Layout detail:
Scale bar: 20 microns. Window x 0 to 50, y 0 to 50 microns. Cells in grey, sequential cells in the stronger grey; small squares are vias.
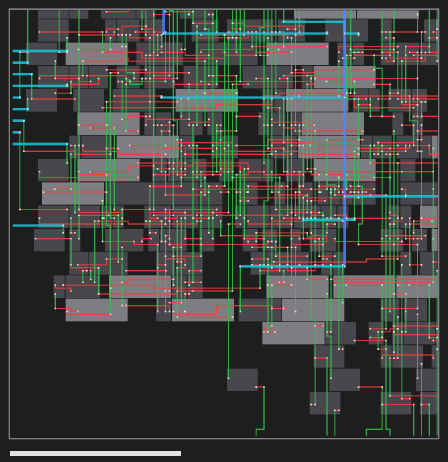
Sequential cells grouped by signal name:
Other sequential cells in the stronger grey, the rest of the logic in the fainter grey.
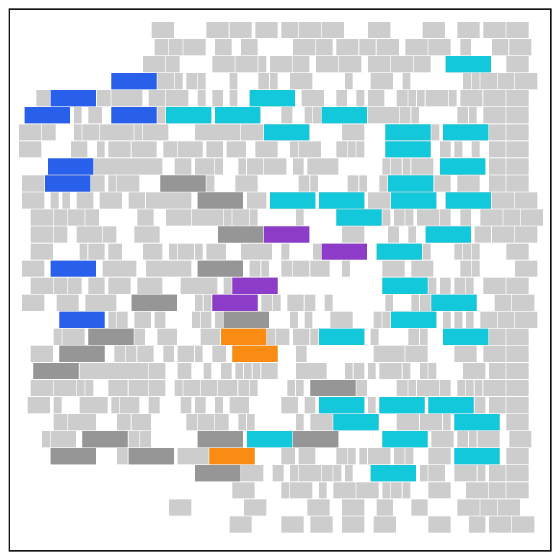
Wire density map:
Scale bar: 20 microns. 17 x 17 tiles, from black (low) to pale yellow (high), scaled to the fullest tile. Values are wire area over tile area, all layers added.
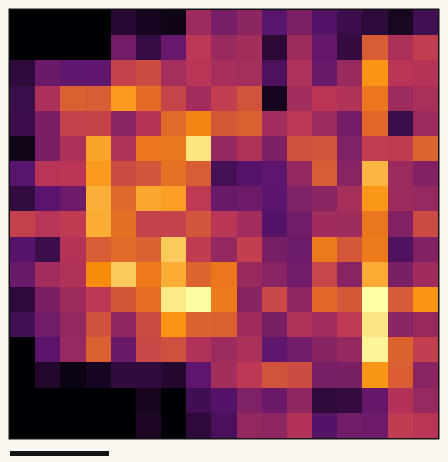
Cell classes on the final placement:
Fill, decap, tap and diode cells in grey.
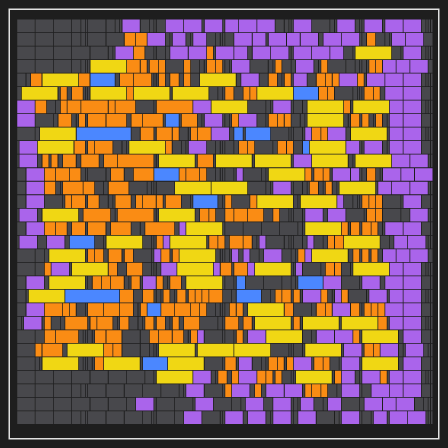
<file path="src/rtl/bus_snoop_ctrl.sv">
// Snoop-based coherence controller: broadcasts one bus request to the other
// agents, merges their results, then issues the memory read, write or flush.
module bus_snoop_ctrl #(
   parameter int NUM_SNOOPERS  = 4,
   parameter int ADDR_W        = 32,
   parameter int SNOOP_TIMEOUT = 15,
   localparam int ID_W = (NUM_SNOOPERS > 1) ? $clog2(NUM_SNOOPERS) : 1
) (
   input  logic                      clk,
   input  logic                      rstb,
   input  logic                      req_valid,
   output logic                      req_ready,
   input  logic [1:0]                req_op,
   input  logic [ADDR_W-1:0]         req_addr,
   input  logic [ID_W-1:0]           req_id,
   output logic                      snp_valid,
   output logic [1:0]                snp_op,
   output logic [ADDR_W-1:0]         snp_addr,
   output logic [NUM_SNOOPERS-1:0]   snp_mask,
   input  logic [NUM_SNOOPERS-1:0]   snp_rsp_valid,
   input  logic [2*NUM_SNOOPERS-1:0] snp_rsp_res,
   output logic                      mem_req_valid,
   input  logic                      mem_req_ready,
   output logic                      mem_req_wr,
   output logic [ADDR_W-1:0]         mem_req_addr,
   output logic                      done_valid,
   output logic [1:0]                done_res,
   output logic                      done_src,
   output logic                      done_err
);

   localparam int CNT_W = (SNOOP_TIMEOUT > 1) ? $clog2(SNOOP_TIMEOUT) : 1;

   localparam logic [2:0] ST_IDLE    = 3'd0;
   localparam logic [2:0] ST_SNOOP   = 3'd1;
   localparam logic [2:0] ST_COLLECT = 3'd2;
   localparam logic [2:0] ST_MEM     = 3'd3;
   localparam logic [2:0] ST_DONE    = 3'd4;

   localparam logic [1:0] OP_WRITE = 2'b01;
   localparam logic [1:0] OP_INV   = 2'b11;

   localparam logic [1:0] RES_NOHIT = 2'b00;
   localparam logic [1:0] RES_HIT   = 2'b01;
   localparam logic [1:0] RES_HITM  = 2'b10;

   logic [2:0]                         state;
   logic                               ready_q;
   logic [1:0]                         op_q;
   logic [ADDR_W-1:0]                  addr_q;
   logic [NUM_SNOOPERS-1:0]            mask_q;
   logic [NUM_SNOOPERS-1:0]            got_q;
   logic [NUM_SNOOPERS-1:0][1:0]       res_q;
   logic [CNT_W-1:0]                   cnt_q;
   logic                               mem_wr_q;
   logic [1:0]                         done_res_q;
   logic                               done_src_q;
   logic                               done_err_q;

   logic [NUM_SNOOPERS-1:0]            mask_nxt;
   logic [NUM_SNOOPERS-1:0]            got_nxt;
   logic [NUM_SNOOPERS-1:0][1:0]       res_nxt;
   logic                               hitm_any;
   logic                               hitm_multi;
   logic                               hit_any;
   logic                               all_done;
   logic [1:0]                         comb_res;

   // NOTE: every combinational output gets a default before the loop so no latch is inferred.
   always_comb begin
      mask_nxt   = '0;
      got_nxt    = got_q;
      res_nxt    = res_q;
      hitm_any   = 1'b0;
      hitm_multi = 1'b0;
      hit_any    = 1'b0;
      for (int i = 0; i < NUM_SNOOPERS; i++) begin
         mask_nxt[i] = (ID_W'(i) != req_id);
         // Only the first strobe of a masked agent is taken; reserved code reads as NOHIT.
         if (snp_rsp_valid[i] && mask_q[i] && !got_q[i]) begin
            got_nxt[i] = 1'b1;
            res_nxt[i] = (snp_rsp_res[2*i +: 2] == 2'b11) ? RES_NOHIT : snp_rsp_res[2*i +: 2];
         end
         if (res_nxt[i] == RES_HITM) begin
            hitm_multi = hitm_multi | hitm_any;
            hitm_any   = 1'b1;
         end
         if (res_nxt[i] == RES_HIT) begin
            hit_any = 1'b1;
         end
      end
      all_done = &(got_nxt | ~mask_q);
      comb_res = hitm_any ? RES_HITM : (hit_any ? RES_HIT : RES_NOHIT);
   end

   // NOTE: state registers use non-blocking assignments so every flop samples pre-edge values.
   always_ff @(posedge clk) begin
      if (rstb) begin
         state      <= ST_IDLE;
         ready_q    <= 1'b0;
         op_q       <= '0;
         addr_q     <= '0;
         mask_q     <= '0;
         got_q      <= '0;
         res_q      <= '0;
         cnt_q      <= '0;
         mem_wr_q   <= 1'b0;
         done_res_q <= '0;
         done_src_q <= 1'b0;
         done_err_q <= 1'b0;
      end else begin
         case (state)
            ST_IDLE: begin
               ready_q <= 1'b1;
               if (req_valid && ready_q) begin
                  op_q    <= req_op;
                  addr_q  <= req_addr;
                  mask_q  <= mask_nxt;
                  got_q   <= '0;
                  res_q   <= '0;
                  ready_q <= 1'b0;
                  state   <= ST_SNOOP;
               end
            end
            ST_SNOOP: begin
               cnt_q <= '0;
               state <= ST_COLLECT;
            end
            ST_COLLECT: begin
               got_q <= got_nxt;
               res_q <= res_nxt;
               // Completion wins over timeout when the last answer lands on the final cycle.
               if (all_done || cnt_q == CNT_W'(SNOOP_TIMEOUT - 1)) begin
                  done_res_q <= comb_res;
                  done_err_q <= hitm_multi | ~all_done;
                  if (op_q == OP_INV) begin
                     mem_wr_q   <= 1'b0;
                     done_src_q <= 1'b0;
                     state      <= ST_DONE;
                  end else if (op_q == OP_WRITE) begin
                     mem_wr_q   <= 1'b1;
                     done_src_q <= 1'b0;
                     state      <= ST_MEM;
                  end else begin
                     mem_wr_q   <= hitm_any;
                     done_src_q <= hitm_any;
                     state      <= ST_MEM;
                  end
               end else begin
                  cnt_q <= cnt_q + 1'b1;
               end
            end
            ST_MEM: begin
               if (mem_req_ready) begin
                  state <= ST_DONE;
               end
            end
            ST_DONE: begin
               ready_q <= 1'b1;
               state   <= ST_IDLE;
            end
            default: begin
               state <= ST_IDLE;
            end
         endcase
      end
   end

   assign req_ready     = ready_q;
   assign snp_valid     = (state == ST_SNOOP);
   assign snp_op        = op_q;
   assign snp_addr      = addr_q;
   assign snp_mask      = mask_q;
   assign mem_req_valid = (state == ST_MEM);
   assign mem_req_wr    = mem_wr_q;
   assign mem_req_addr  = addr_q;
   assign done_valid    = (state == ST_DONE);
   assign done_res      = done_res_q;
   assign done_src      = done_src_q;
   assign done_err      = done_err_q;

endmodule

</file>
<file path="config.mk">
export PLATFORM = sky130hd
export DESIGN_NAME = bus_snoop_ctrl
export DESIGN_NICKNAME = d
export VERILOG_FILES = /design/src/rtl/bus_snoop_ctrl.sv
export SDC_FILE = /design/constraint.sdc
export NUM_CORES = 1
export LEC_CHECK = 0
export ABC_AREA = 0
export CAP_MARGIN = 20
export CORE_UTILIZATION = 42
export CTS_CLUSTER_DIAMETER = 120
export DETAILED_ROUTE_END_ITERATION = 8
export GPL_TIMING_DRIVEN = 0
export HOLD_SLACK_MARGIN = 0.02
export PLACE_DENSITY = 0.77
export SLEW_MARGIN = 20
export SYNTH_ARGS = -nofsm -noshare
export SYNTH_HDL_FRONTEND = slang
export SYNTH_SLANG_ARGS = --single-unit
</file>
<file path="constraint.sdc">
create_clock -name clk -period 2.96 [get_ports clk]
set_input_delay 0.888 -clock clk [delete_from_list [all_inputs] [get_ports clk]]
set_output_delay 0.888 -clock clk [all_outputs]
set_load 0.005 [all_outputs]
</file>
==> qor.csv <==
metric;value;unit
post_synth_num_cell_types;39;
n_all_buffers;180;
routedWlPerCell;13.5;microns
relSlewSlack;60.9;%
worstReg2RegStart;snp_mask[0];
numCtsBuffers;9;
power_switching;0.747;mW
cts_hold_buf;0;
timing.clock.skew;0.00850;ns
postCtsResizedCells;1;
clock_area_share;4.61;%
drt_first_iter_violations;74;
leakagePower;1.73;nW
postLayoutCellArea;4610;sq um
layout.non_clock_inverters;4;
hold_slack;0.472;ns
vias_per_cell;4.91;
final.clkbuf_count;10;
comb.multi_input.count;241;
min_path_cells;2;
p_seq_share;39.0;%
outcome;complete, no violations;
via_count_of_the_first_global_routing_pass;2682;
setup_tns;0;ns
warning_count;27;
setup_viol;0;
tritoncts_clock_tree;yes;
critical_path_cell_count;6;
grt_use_met3;7.51;%
fp.dieW;86.2;microns
share_of_the_synthesized_area_in_the_top_cell_type;42.4;%
floorplan.tapcells;96;
grt_use_total;22.0;%
number_of_nets_at_the_end_of_the_flow;553;
portBuffers;129;
pin_count;131;
crit_start;snp_rsp_valid[0];
combAreaFraction;30.1;%
seq_share;27.4;%
cell_type_with_the_highest_aggregate_area_in_the_netlist;sky130_fd_sc_hd__dfxtp_1;
pre_cts_ws;-0.199;ns
netlist_area;2970;sq um
worstHoldPathType;flop to flop;
met1_length;3420;microns
grt_pass1_wl;12500;microns
final_max_slew_viol_count;0;
timing.final.ws_setup;0.113;ns
timing.critical_path.cells;clkdlybuf4s50_1, nand3b_4, mux2_4, or4_4, or4_1, a21oi_1;
chipHeight;86.2;microns
wl_met2;4010;microns
ys.flops;63;
layout_top_cell;sky130_fd_sc_hd__clkdlybuf4s50_1;
drt_drc_violations_left;0;
clock_net_power;0.806;mW
rsz_0062_raised_after_global_routing;false;
timing.hold.worst_endpoint;mem_req_addr[5];
synth-cells-yosys;359;
max_stage_delay;0.58;ns
timing.critical_path.required;3.23;ns
detail_route.wirelength;8110;microns
top_power_group;sequential cells;
rr_endpoint;done_res[0];
layout-drive-gt1-share;12.7;%
synth.most_common_cell;sky130_fd_sc_hd__nand2_1;
topCellsByArea;sky130_fd_sc_hd__dfxtp_1 42%, sky130_fd_sc_hd__nand2_1 9.2%, sky130_fd_sc_hd__buf_4 8.3%;
synth_warnings;0;
cell_internal_pwr;1.83;mW
combinational_power_share;29.8;%
ys_chip_area;2970;sq um
cts.clk_slew.worst_paths;0.07;ns
postCtsSetupBuffers;0;
timing.reg2reg.setup_slack;0.77;ns
largest_register_ff_count;32;
met1_usage;24.7;%
max_cap_viol_count;0;
power_sequential;1.00;mW
clock_sinks;63;
antenna_cells_inserted;0;
use_met2;38.6;%
drt_pre_antenna_iters;4;
worst_skew_pair.late_latency;0.35;ns
p_sw_share;29.0;%
place.gp.congestion;0.835;
rr_worst_depth;5;
via_count;2947;
buffer_area_share;35.0;%
dp_hpwl;6230;microns
route.top_layer_used;met4;
floorplan.rows;30;
timing.critical_path.to_type;flop;
syn-instance-count;359;
antenna_left;0;
dominant-cell-class;non-clock buffers;
cp_data_arrival_time;3.12;ns
worst-path-buf-inv;1;
synthToLayoutAreaGrowth;55.0;%
post_synth.cell_area_avg;8.28;sq um
pwr-share-clk;31.2;%
layout.filler_cells;594;
power_density;559;nW/um^2
critical_path_class;input port to flop;
timing.critical_path.max_delay_family;simple AND/OR/NAND/NOR gates;
busiest_layer;met2;
core;6830;sq um
antenna_found_initial;0;
Back to the opening pictures, 'layout detail':
colour	layer
green	met2
red	met1
blue	met4
cyan	met3
most frequent	dfxtp_1 (20), clkdlybuf4s50_1 (20), nor2_1 (17)
sequential cells in the window	20
cells with their middle in the window	154
netlist names of flops here include	cnt_q (4), state (3), done_res (2)

Back to the opening pictures, 'sequential cells grouped by signal name':
colour	name in the netlist	flops
purple	snp_mask	4
blue	res_q	8
cyan	mem_req_addr	32
orange	state	3
not coloured	16

Back to the opening pictures, 'wire density map':
emptiest ninth of the die	lower left
mean over tiles	0.18
nearly empty tiles	7.6%
fullest tile	0.43

Back to the opening pictures, 'cell classes on the final placement':
colour	class	cells	share of their area
blue	clock drivers and dummy loads	16	4.7%
purple	other buffers and delay cells	180	36%
yellow	flip-flops	63	28%
orange	all other logic	245	31%

-- kinds of logic after synthesis --
family,count (synthesis),share of synthesized area [%]
and+or+nand+nor,151,24.6
AOI/OAI and AO/OA,72,14.9
DFF,63,42.4
buffers and inverters,55,11.3
muxes,14,5.34
xor gates and xnor gates,2,0.589
adders and majority gates,2,0.841
-- per-stage QoR --
stage / power, mW / instances / utilization, %
6_report: 2.58 / 600 / 67.5
5_1_grt: 2.71 / 600 / 67.5
4_1_cts: 2.59 / 600 / 67.4
3_5_place_dp: 1.79 / 584 / 64.2
3_3_place_gp: 1.77 / 584 / 64.2
2_1_floorplan: 1.38 / 359 / -
Power and IR drop assume default switching activity.
